registers.png
Scale: 4 px per µm.
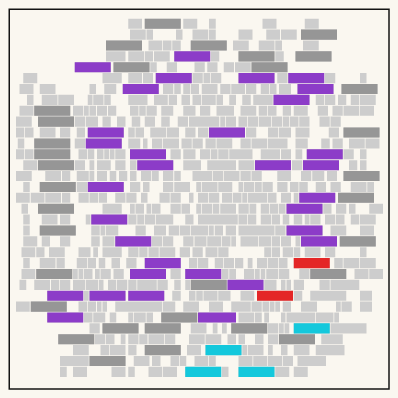
port_nets.png
Scale: 4 px per µm.
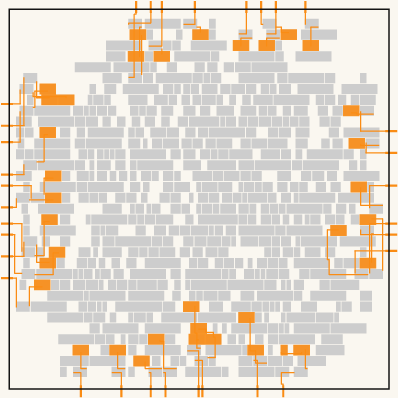
[src/rtl/tc_pkg.sv]
// Shared definitions for the memory-mapped countdown timer: register
// offsets, CTRL field layout, MODE encodings and FSM state codes.
package tc_pkg;

  // Word offsets seen on addr (byte address bits [3:2]).
  localparam logic [1:0] TC_CTRL   = 2'd0;
  localparam logic [1:0] TC_PRESET = 2'd1;
  localparam logic [1:0] TC_COUNT  = 2'd2;

  // CTRL.MODE encodings; anything other than TC_RELOAD behaves as one-shot.
  localparam logic [1:0] TC_ONESHOT = 2'b00;
  localparam logic [1:0] TC_RELOAD  = 2'b01;

  // CTRL bit positions.
  localparam int CTRL_EN      = 0;
  localparam int CTRL_MODE_LO = 1;
  localparam int CTRL_MODE_HI = 2;
  localparam int CTRL_IM      = 3;
  localparam int CTRL_W       = 4;

  // FSM state codes, kept as plain 2-bit constants for legacy tooling.
  typedef logic [1:0] tc_state_t;
  localparam tc_state_t ST_IDLE = 2'd0;
  localparam tc_state_t ST_LOAD = 2'd1;
  localparam tc_state_t ST_CNT  = 2'd2;
  localparam tc_state_t ST_INT  = 2'd3;

endpackage

[src/rtl/timer_counter.sv]
// Countdown timer on the system bridge. Software programs CTRL/PRESET and
// reads COUNT; on expiry the timer raises a level (one-shot) or a single
// cycle pulse (auto-reload) on irq, which feeds CP0 HWInt[0].
module timer_counter
  import tc_pkg::*;
#(
  parameter int               CNT_W       = 32,
  parameter logic [CNT_W-1:0] PRESET_INIT = '0
) (
  input  logic             clk,
  input  logic             reset,
  input  logic [1:0]       addr,
  input  logic             we,
  input  logic [CNT_W-1:0] din,
  output logic [CNT_W-1:0] dout,
  output logic             irq
);

  logic [CTRL_W-1:0] ctrl;
  logic [CNT_W-1:0]  preset;
  logic [CNT_W-1:0]  count;
  logic              irq_pending;
  tc_state_t         state;

  // FSM next-state outputs consumed by the register file.
  tc_state_t         state_nxt;
  logic [CNT_W-1:0]  count_nxt;
  logic              pend_set;
  logic              pend_clr;
  logic              en_clr;

  logic              ctrl_en;
  logic [1:0]        ctrl_mode;
  logic              ctrl_im;
  logic              ctrl_wr;
  logic              preset_wr;

  assign ctrl_en   = ctrl[CTRL_EN];
  assign ctrl_mode = ctrl[CTRL_MODE_HI:CTRL_MODE_LO];
  assign ctrl_im   = ctrl[CTRL_IM];
  assign ctrl_wr   = we && (addr == TC_CTRL);
  assign preset_wr = we && (addr == TC_PRESET);

  // Countdown FSM: next state, next COUNT and pending/enable side effects.
  always_comb begin
    // NOTE: every output gets a default first so no path leaves it unassigned (no latch).
    state_nxt = state;
    count_nxt = count;
    pend_set  = 1'b0;
    pend_clr  = 1'b0;
    en_clr    = 1'b0;
    case (state)
      ST_IDLE: begin
        if (ctrl_en) state_nxt = ST_LOAD;
      end
      ST_LOAD: begin
        count_nxt = preset;
        state_nxt = ST_CNT;
      end
      ST_CNT: begin
        if (!ctrl_en) begin
          state_nxt = ST_IDLE;
        end else if (count > CNT_W'(1)) begin
          count_nxt = count - CNT_W'(1);
        end else begin
          // Covers COUNT==1 and COUNT==0 (PRESET=0): saturate, never wrap.
          count_nxt = '0;
          pend_set  = 1'b1;
          state_nxt = ST_INT;
        end
      end
      ST_INT: begin
        if (ctrl_mode == TC_RELOAD) begin
          pend_clr  = 1'b1;
          state_nxt = ST_LOAD;
        end else begin
          en_clr    = 1'b1;
          state_nxt = ST_IDLE;
        end
      end
      default: state_nxt = ST_IDLE;
    endcase
  end

  // FSM state and COUNT registers.
  always_ff @(posedge clk or negedge reset) begin
    // NOTE: sequential state uses non-blocking assignments so all flops update together.
    if (!reset) begin
      state <= ST_IDLE;
      count <= '0;
    end else begin
      state <= state_nxt;
      count <= count_nxt;
    end
  end

  // Software-visible registers; a CTRL write overrides FSM updates to EN and pending.
  always_ff @(posedge clk or negedge reset) begin
    if (!reset) begin
      ctrl        <= '0;
      preset      <= PRESET_INIT;
      irq_pending <= 1'b0;
    end else begin
      if (ctrl_wr) begin
        ctrl        <= din[CTRL_W-1:0];
        irq_pending <= 1'b0;
      end else begin
        if (en_clr) ctrl[CTRL_EN] <= 1'b0;
        if (pend_set)      irq_pending <= 1'b1;
        else if (pend_clr) irq_pending <= 1'b0;
      end
      if (preset_wr) preset <= din;
    end
  end

  // Side-effect-free read mux; CTRL upper bits and the reserved slot read 0.
  always_comb begin
    dout = '0;
    case (addr)
      TC_CTRL:   dout[CTRL_W-1:0] = ctrl;
      TC_PRESET: dout = preset;
      TC_COUNT:  dout = count;
      default:   dout = '0;
    endcase
  end

  // Interrupt comes only from flops, never combinationally from the bus.
  assign irq = irq_pending & ctrl_im;

endmodule

[config.mk]
export PLATFORM = sky130hd
export DESIGN_NAME = timer_counter
export DESIGN_NICKNAME = d
export VERILOG_FILES = /design/src/rtl/tc_pkg.sv /design/src/rtl/timer_counter.sv
export SDC_FILE = /design/constraint.sdc
export NUM_CORES = 1
export LEC_CHECK = 0
export ABC_CLOCK_PERIOD_IN_PS = 2300
export CORE_UTILIZATION = 49
export CTS_CLUSTER_DIAMETER = 50
export DETAILED_ROUTE_END_ITERATION = 8
export PLACE_DENSITY = 0.88
export SYNTH_ARGS = -nofsm -noshare
export SYNTH_HDL_FRONTEND = slang
export SYNTH_SLANG_ARGS = --single-unit
[constraint.sdc]
create_clock -name clk -period 2.3 [get_ports clk]
set_input_delay 0.46 -clock clk [delete_from_list [all_inputs] [get_ports clk]]
set_output_delay 0.46 -clock clk [all_outputs]
set_load 0.02 [all_outputs]
==> results.txt <==
Results of the implementation run.

The maximum root-to-sink buffer count is 2. The global routing usage on met1 is 41.16%. The sequential fraction of design power came out at 32.7%. The final count of pins violating max slew is 0. By startpoint and endpoint, the worst setup path is classified as reg2reg. For this run, the script counts the antenna cells in the layout as 0.

The final RePlAce weighted congestion came out at 0.9458. The switching power of the nets came out at 0.002517 W. The worst ir drop on vdd is 0.4798 mV. Setup repair after global routing could not meet its margin everywhere. The final reports fail on setup timing. The number of placed cells counting well taps came out at 656.

The final non-filler cell area is 5863 µm². The combinational cell area excluding buffers and inverters came out at 2380 µm². The via total after detailed routing is 4432. The async set-reset flop share out of synthesis is 100.0%.

The flow ran to the end, but the final reports show violations. The clock sink count is 71. The final period utilization came out at 107.2%. The area of placed instances is 5573 µm².

The sort of element at the start of the critical path is a register. The highest net fanout along the worst path is 3. The end-of-flow timing check tallies setup violations at 23. The die width is 94.56 µm. After global routing, the most crowded layer is met2. The flip-flop and latch count after synthesis is 71.

The post-route worst setup slack came out at -0.1666 ns.
About registers.png:
colour	netlist name	placed flops
red	state	2
cyan	ctrl	4
purple	count	32
not coloured	33

About port_nets.png:
colour	port	bits	direction	edge	end cells	wire
orange	din	32	input	10 left, 8 bottom, 8 top, 6 right	36	550 µm

Power figures rest on the tool's default switching activity, not on a simulated workload.
